Figure 1. Sequential cells colored by netlist name.
Scale: 2 px per um.
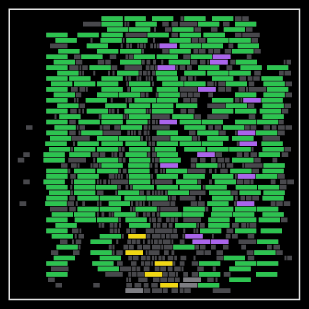
Figure 2. Clock nets.
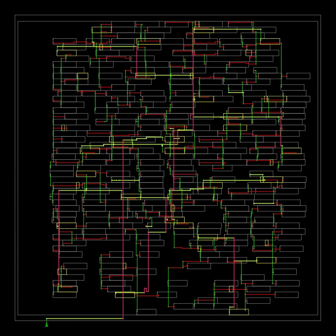
Figure 3. Logic cells by family.
Scale: 2 px per um.
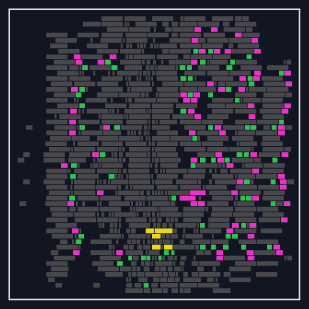
Figure 4. Wiring by layer.
Scale: 2 px per um.
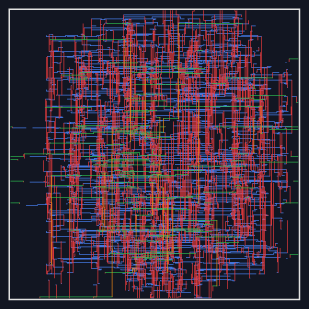
Figure 5. I/O nets highlighted.
Scale: 3 px per um.
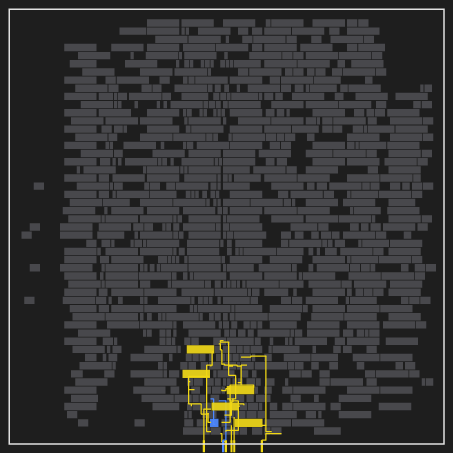
File: src/rtl/lifo_stack_pkg.sv
// -----------------------------------------------------------------------------
// lifo_stack_pkg
// Shared definitions for the LIFO stack: the command encoding carried on the
// 2-bit op port of lifo_stack.
// -----------------------------------------------------------------------------
package lifo_stack_pkg;

    typedef enum logic [1:0] {
        OP_NOP  = 2'b00,
        OP_PUSH = 2'b01,
        OP_POP  = 2'b10,
        OP_PEEK = 2'b11
    } op_e;

endpackage : lifo_stack_pkg

File: src/rtl/lifo_stack_ram.sv
// -----------------------------------------------------------------------------
// lifo_stack_ram
// DW x DEPTH storage for the LIFO stack: one synchronous write port and one
// synchronous read port. The array itself is never reset; only the read
// register is, so the stack's data_out reads 0 straight out of reset.
//
// Ports:
//   clk      in   clock, rising edge
//   rst      in   asynchronous active-high reset (read register only)
//   wr_en    in   write strobe
//   wr_addr  in   write index
//   wr_data  in   write word
//   rd_en    in   read strobe; rd_data holds its value while low
//   rd_addr  in   read index
//   rd_data  out  registered read word
// -----------------------------------------------------------------------------
module lifo_stack_ram #(
    parameter int DW    = 16,
    parameter int DEPTH = 16,
    parameter int AW    = $clog2(DEPTH)
) (
    input  logic          clk,
    input  logic          rst,
    input  logic          wr_en,
    input  logic [AW-1:0] wr_addr,
    input  logic [DW-1:0] wr_data,
    input  logic          rd_en,
    input  logic [AW-1:0] rd_addr,
    output logic [DW-1:0] rd_data
);

    logic [DW-1:0] mem [DEPTH];
    logic [DW-1:0] rd_data_reg;

    // Storage array: no reset so it maps onto block RAM.
    always_ff @(posedge clk) begin
        if (wr_en) begin
            mem[wr_addr] <= wr_data;
        end
    end

    // Read register, kept separate from the array so only it sees reset.
    always_ff @(posedge clk or posedge rst) begin
        if (rst) begin
            rd_data_reg <= '0;
        end else if (rd_en) begin
            rd_data_reg <= mem[rd_addr];
        end
    end

    assign rd_data = rd_data_reg;

endmodule : lifo_stack_ram

File: src/rtl/lifo_stack.sv
// -----------------------------------------------------------------------------
// lifo_stack
// Parameterised LIFO stack with PUSH / POP / PEEK commands, occupancy flags,
// overflow / underflow pulses and optional sticky error flags.
//
// Optional feature macro: LIFO_STACK_ERR_STICKY_EN
//   defined   -> err_ovf / err_unf latch ovf / unf events until err_clr
//   undefined -> err_ovf / err_unf tied to 0, err_clr ignored
//
// Ports:
//   clk         in   clock, rising edge
//   rst         in   asynchronous active-high reset
//   enable      in   command qualifier
//   op          in   command (lifo_stack_pkg::op_e encoding)
//   data_in     in   word written on PUSH
//   err_clr     in   clears sticky error flags
//   data_out    out  result of the last successful POP / PEEK
//   dout_valid  out  one-cycle pulse after data_out was loaded
//   count       out  occupancy 0..DEPTH
//   full/empty/afull  out  occupancy flags, decoded from count
//   ovf / unf   out  overflow / underflow event pulses
//   err_ovf / err_unf out sticky error flags
// -----------------------------------------------------------------------------
module lifo_stack
    import lifo_stack_pkg::*;
#(
    parameter int DW    = 16,
    parameter int DEPTH = 16,
    parameter int AFULL = DEPTH - 2
) (
    input  logic                       clk,
    input  logic                       rst,
    input  logic                       enable,
    input  logic [1:0]                 op,
    input  logic [DW-1:0]              data_in,
    input  logic                       err_clr,
    output logic [DW-1:0]              data_out,
    output logic                       dout_valid,
    output logic [$clog2(DEPTH+1)-1:0] count,
    output logic                       full,
    output logic                       empty,
    output logic                       afull,
    output logic                       ovf,
    output logic                       unf,
    output logic                       err_ovf,
    output logic                       err_unf
);

    localparam int AW = $clog2(DEPTH);
    localparam int CW = $clog2(DEPTH + 1);

    logic [CW-1:0] count_reg;
    logic [CW-1:0] count_next;
    logic          dout_valid_reg;
    logic          ovf_reg;
    logic          unf_reg;

    logic          push_ok;
    logic          pop_ok;
    logic          rd_ok;
    logic          ovf_evt;
    logic          unf_evt;

    logic [AW-1:0] wr_addr;
    logic [AW-1:0] rd_addr;

    assign full  = (count_reg == CW'(DEPTH));
    assign empty = (count_reg == '0);
    assign afull = (count_reg >= CW'(AFULL));

    // Command decode. A blocked command turns into an event pulse and
    // touches neither memory nor count.
    always_comb begin
        push_ok = 1'b0;
        pop_ok  = 1'b0;
        rd_ok   = 1'b0;
        ovf_evt = 1'b0;
        unf_evt = 1'b0;
        if (enable) begin
            case (op_e'(op))
                OP_PUSH: begin
                    if (!full) push_ok = 1'b1;
                    else       ovf_evt = 1'b1;
                end
                OP_POP: begin
                    if (!empty) begin
                        rd_ok  = 1'b1;
                        pop_ok = 1'b1;
                    end else begin
                        unf_evt = 1'b1;
                    end
                end
                OP_PEEK: begin
                    if (!empty) rd_ok   = 1'b1;
                    else        unf_evt = 1'b1;
                end
                default: ;
            endcase
        end
    end

    // Push and pop are mutually exclusive, so count moves by at most one
    // and is held inside 0..DEPTH by the full/empty guards above.
    always_comb begin
        count_next = count_reg;
        if (push_ok)     count_next = count_reg + CW'(1);
        else if (pop_ok) count_next = count_reg - CW'(1);
    end

    // Addresses are truncated to AW bits; the out-of-range values (write at
    // DEPTH, read at -1) only occur when the strobe is blocked.
    assign wr_addr = AW'(count_reg);
    assign rd_addr = AW'(count_reg - CW'(1));

    always_ff @(posedge clk or posedge rst) begin
        if (rst) begin
            count_reg      <= '0;
            dout_valid_reg <= 1'b0;
            ovf_reg        <= 1'b0;
            unf_reg        <= 1'b0;
        end else begin
            count_reg      <= count_next;
            dout_valid_reg <= rd_ok;
            ovf_reg        <= ovf_evt;
            unf_reg        <= unf_evt;
        end
    end

    // The RAM read register doubles as data_out: it loads only on a
    // successful read and resets to zero.
    lifo_stack_ram #(
        .DW    (DW),
        .DEPTH (DEPTH),
        .AW    (AW)
    ) u_ram (
        .clk     (clk),
        .rst     (rst),
        .wr_en   (push_ok),
        .wr_addr (wr_addr),
        .wr_data (data_in),
        .rd_en   (rd_ok),
        .rd_addr (rd_addr),
        .rd_data (data_out)
    );

`ifdef LIFO_STACK_ERR_STICKY_EN
    logic err_ovf_reg;
    logic err_unf_reg;

    // Set has priority over clear when both land on the same edge.
    always_ff @(posedge clk or posedge rst) begin
        if (rst) begin
            err_ovf_reg <= 1'b0;
            err_unf_reg <= 1'b0;
        end else begin
            err_ovf_reg <= ovf_evt | (err_ovf_reg & ~err_clr);
            err_unf_reg <= unf_evt | (err_unf_reg & ~err_clr);
        end
    end

    assign err_ovf = err_ovf_reg;
    assign err_unf = err_unf_reg;
`else
    logic unused_err_clr;
    assign unused_err_clr = err_clr;
    assign err_ovf        = 1'b0;
    assign err_unf        = 1'b0;
`endif

    assign count      = count_reg;
    assign dout_valid = dout_valid_reg;
    assign ovf        = ovf_reg;
    assign unf        = unf_reg;

endmodule : lifo_stack
File: config.mk
export PLATFORM = sky130hd
export DESIGN_NAME = lifo_stack
export DESIGN_NICKNAME = d
export VERILOG_FILES = /design/src/rtl/lifo_stack_pkg.sv /design/src/rtl/lifo_stack_ram.sv /design/src/rtl/lifo_stack.sv
export SDC_FILE = /design/constraint.sdc
export NUM_CORES = 1
export LEC_CHECK = 0
export CORE_MARGIN = 1
export CORE_UTILIZATION = 54
export DETAILED_ROUTE_END_ITERATION = 8
export GPL_TIMING_DRIVEN = 0
export PLACE_DENSITY = 0.78
export SLEW_MARGIN = 20
export SYNTH_ARGS = -nofsm -noshare
export SYNTH_HDL_FRONTEND = slang
export SYNTH_SLANG_ARGS = --single-unit
File: constraint.sdc
create_clock -name clk -period 2.75 [get_ports clk]
set_input_delay 0.6875 -clock clk [delete_from_list [all_inputs] [get_ports clk]]
set_output_delay 0.6875 -clock clk [all_outputs]
set_load 0.02 [all_outputs]
==> impl_metrics.ini <==
; synthesis and place-and-route metrics
[worst_hold_path]
hold_class = reg -> reg
timing.hold.worst.start = u_ram.rd_data[2]
hold_depth = 2

[synth]
area_leaders = edfxtp_1 70%, mux2i_1 6.9%, dfrtp_1 5.5%, nand2_1 4.0%, a32oi_1 2.5%
synthFlopType = edfxtp_1
async_flop_share_pct = 8.57
ys_seq_share_pct = 75.7
yosysMostFrequentCell = edfxtp_1
edf_count = 256
ys.flops = 280
syn-cell-area_um2 = 11000
netlist.top_cell.by_area = edfxtp_1

[final_layout]
drive_gt1_share_pct = 11.8
fin_area_um2 = 12700
syn_to_final_growth_pct = 16.1
fin_nets = 805

[setup_path]
path_cells = buf_8, inv_8, ha_4, or4b_4, inv_2, buf_4
reg2reg_from = count[1]
r2r.worst_path.cells = 9
path_delay_family = simple AND/OR/NAND/NOR gates
critPathSlowestCell = or4b_4
worstSetupStartpoint = count[0]
critical_path_buf_inv_count = 4
crit_arrival_ps = 2010

[pwr]
clkPwrFrac_pct = 24.3
ir_drop_v = 0.000555
power.switching_mw = 5.38
p_leak_nw = 4.49
swShare_pct = 37.2
pwr-share-seq_pct = 35.0
pwr-share-comb_pct = 40.6
p_int_mw = 9.08

[run_status]
outcome = finished clean

[timing]
max_freq_mhz = 370
final.setup.tns_ps = 0
drv_slew = 0
setup_violations = 0
fin_skew_ps = 9.77

[floorplan]
die_h_um = 144

[grt]
grt.overflow.total = 0
grt_pass1_wl_mm = 36.8
met3_usage_pct = 3.61

[clocking]
htree_levels = 1
clk_pin_slew_ps = 60
cts_root_buffer = clkbuf_16
hold_buffers = 0
cts_sinks = 280

[placement]
post_dp_cell_area_um2 = 11800
post-place-ws_ps = -524
post-dp-hpwl_mm = 15.2

[detailed_routing]
drt_iter0_drc = 553
ant_nets = 0
## Picture notes: Figure 1
u_ram.rd_data: in purple, sequential cells 16. count: in yellow, sequential cells 5, where south. u_ram.mem: in green, sequential cells 256, where all over the die.
Another 3 sequential cells are not colored.
Seq area share: 65.2%
Core Util, Final: 64.7%
Seq. pwr: 5.06 mW
FF/Latch Area: 8290 um2

## Picture notes: Figure 2
P_clk: 3.52 mW
clock buf count: 34
clk_lat worst skew: 530 ps
Num CTS Buffers: 26

## Picture notes: Figure 3
aoi and oai cells: in green, cells 69, where all over the die. fa/ha/maj cells: in yellow, cells 5, where south. mux cells: in magenta, cells 78, where all over the die.

## Picture notes: Figure 4
M1: in blue, wire length 9,860 um. M4: in orange, wire length 630 um. M2: in red, wire length 12,300 um. M3: in green, wire length 1,700 um.
gr usage total: 24.3%
Avg WL per Cell: 23.1 um
final wirelength: 24.5 mm
DR vias: 6,317

## Picture notes: Figure 5
afull: in blue, bits 1, direction output, edge south, end cells 1, buffers 1, wire 26.9 um. count: in yellow, bits 5, direction output, edge south, end cells 5, buffers 7, wire 250 um.
PortBufs: 47
Ports: 51

==> stage by stage <==
step	hold WS, ps	instances
2_1_floorplan	558	696
3_3_place_gp	490	1008
3_5_place_dp	477	1009
4_1_cts	502	1057
5_1_grt	531	1062
6_report	514	1062
==> power groups by stage <==
stage | clock network (mW) | logic (mW) | registers (mW)
detailed placement | 0 | 5.61 | 5.15
floorplan | 0 | 3.56 | 5.30
global route | 3.71 | 6.25 | 5.08
finish | 3.52 | 5.87 | 5.06
global placement | 0 | 5.42 | 5.14
CTS | 3.53 | 5.72 | 5.06
==> kinds of logic after synthesis <==
kind of cell / after synthesis / share of synthesized area, %
AND-OR/OR-AND: 69 / 5.02
XOR/XNOR: 7 / 0.560
adder cells (fa/ha/maj): 5 / 0.571
buffers and inverters: 47 / 2.15
flip-flops: 280 / 75.7
multiplexers: 78 / 7.36
other: 1 / 0.0342
AND/OR/NAND/NOR: 208 / 8.64
==> layer usage <==
| metal | vias to the layer above | routed length [um] |
|---|---|---|
| li1 | 2843 | - |
| met1 | 3157 | 9860 |
| met2 | 268 | 12300 |
| met3 | 49 | 1700 |
| met4 | 0 | 630 |
| met5 | - | 0 |
==> worst max path at each step <==
stage	endpoint	depth (start not counted)
2_1_floorplan	u_ram.mem[0][0]	5
6_report	empty	6
4_1_cts	u_ram.mem[2][13]	4
5_1_grt	empty	6
3_5_place_dp	u_ram.mem[2][4]	4
3_3_place_gp	u_ram.mem[2][4]	4
==> worst min-delay path: cells and delay by family, from the launching register on <==
family           cells  cell delay, ps
flip-flops           1             350
AND/OR/NAND/NOR      1              60
AND-OR/OR-AND        1              70
==> final cells by class <==
class,instances,area (um2)
tap,265,332
clock buffer,34,712
timing repair buffer,54,522
inverter,7,33.8
clock inverter,13,119
fill,1356,6940
sequential,280,8290
buffer,40,231
multi-input combinational,369,2480
Power is estimated from default activity; no workload was simulated.
